Design mix_columns_iter_flat, sky130hd; sources not shown.
Wiring heat map:
20 x 20 tiles, from dark blue (low) to red (high), scaled to the fullest tile. Values are wire area over tile area, all layers added.
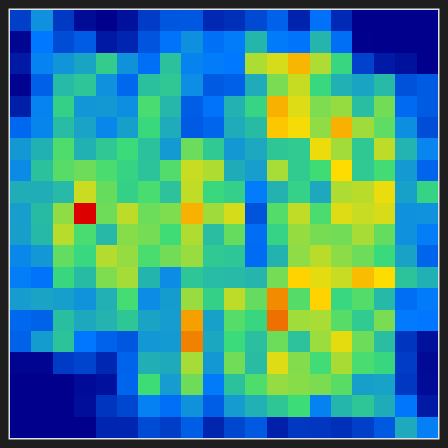
30% of the tiles are over half the peak. The fullest tile reaches 0.54. The mean over all tiles is 0.20.
via count: 14156
Total Routing Usage GR: 24.8%
Detailed Route WL: 51.9 mm
WL/cell: 20.2 µm

Cell placement:
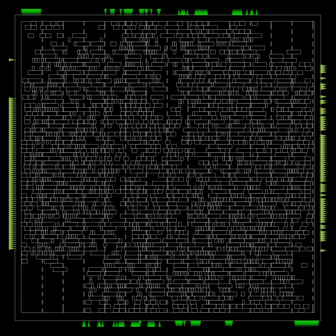
core region area: 37600 µm²
sequential cell area share: 40.7%

Drive-strength map:
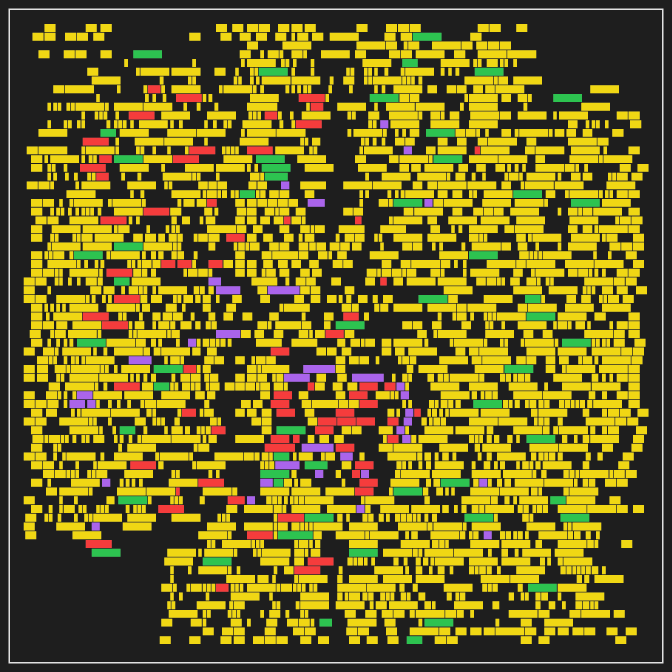
_6 and larger: marked green, cells 54, most used clkbuf_16. _3 and _4 cells: marked purple, cells 35, most used buf_4. _2 cells: marked red, cells 71, most used mux4_2. _0 and _1 cells: marked yellow, cells 1897, most used nand2_1.
Layout area overhead: 23.5%
nonclk buf count: 280

==> out/results.tsv <==
stage	metric	value	unit
setup_path	worstRegToRegCells	11	
die	taps	511	
setup_path	crit_family	buffers and inverters	
clocking	cts_tree	done	
finish	buf_share	12.6	%
synth	top_area_cell	dfrtp_1	
setup_path	critPathKind	in -> reg	
finish	antennaDiodeCount	1	
setup_path	cp.depth	12	
synth	yosys_area	17800	µm²
synth	synth-main-ff-cell	dfrtp_1	
die	initial_core_util	47.5	%
detailed_routing	dr_wl_met2	24.7	mm
grt	use_met1	35.4	%
synth	top_cell	nand2_1	
grt	grt_overflow	0	
finish	final_cell_mix	nand2_1 (524), dfrtp_1 (357), clkdlybuf4s50_1 (261), nor2_1 (169), xnor2_1 (138)	
final_timing	fin_crit_sh	49.6	%
synth	netlist_area	17800	µm²
setup_path	cp.arrival	6.73	ns
finish	logic_gates	1344	
grt	antenna_found_initial	1	
finish	sh_comb_area	38.0	%
synth	synthArstFlopShare	100	%
finish	nets	2168	
detailed_routing	top_layer	met5	
final_timing	fin_crit	6.35	ns
job	warnings	38	
clocking	root_buffer	clkbuf_16	
clocking	clock_sinks	358	
min_path	hold_path_depth	2	
detailed_routing	m1WireLength	22.3	mm
finish	final_area	22000	µm²
clocking	cts-resized-gates	0	
final_timing	worst_pin_slew	1.10	ns
setup_path	worstSetupEndpointType	register	
synth	syn_nets	1968	
setup_path	critPathMaxStageDelay	0.68	ns
grt	grt.busiest_layer	met2	
synth	ys_cells	1832	
synth	simple_gate_share	17.1	%
final_timing	final.setup.tns	0	ns
finish	largest_class	registers	
synth	synth_cells	1832	
die	die_area	41100	µm²
synth	ys_seq_share	50.2	%
setup_path	r2r_setup_slack	7.75	ns
setup_path	startpoint_type	input pin	
clocking	cts_setup_buffers	0	
finish	filler_cell_count	3267	
synth	top_logic_kind	simple AND/OR/NAND/NOR gates	
synth	edf_count	0	
place	port_buffers	261	
setup_path	slowest_stage	buf_4	
die	die_h	203	µm
die	io_pins	262	
place	dpl.hpwl	35.5	mm
grt	globalRouteMet2Util	39.9	%
finish	final_core_util	58.6	%
run_status	status	finished, final reports clean	
finish	drive_gt1_share	7.78	%
synth	yosysWarnings	0	
place	dp_cells	2503	
final_timing	slew_violations	0	
min_path	min_path_type	reg -> reg	
grt	grt_pass1_wl	81.3	mm
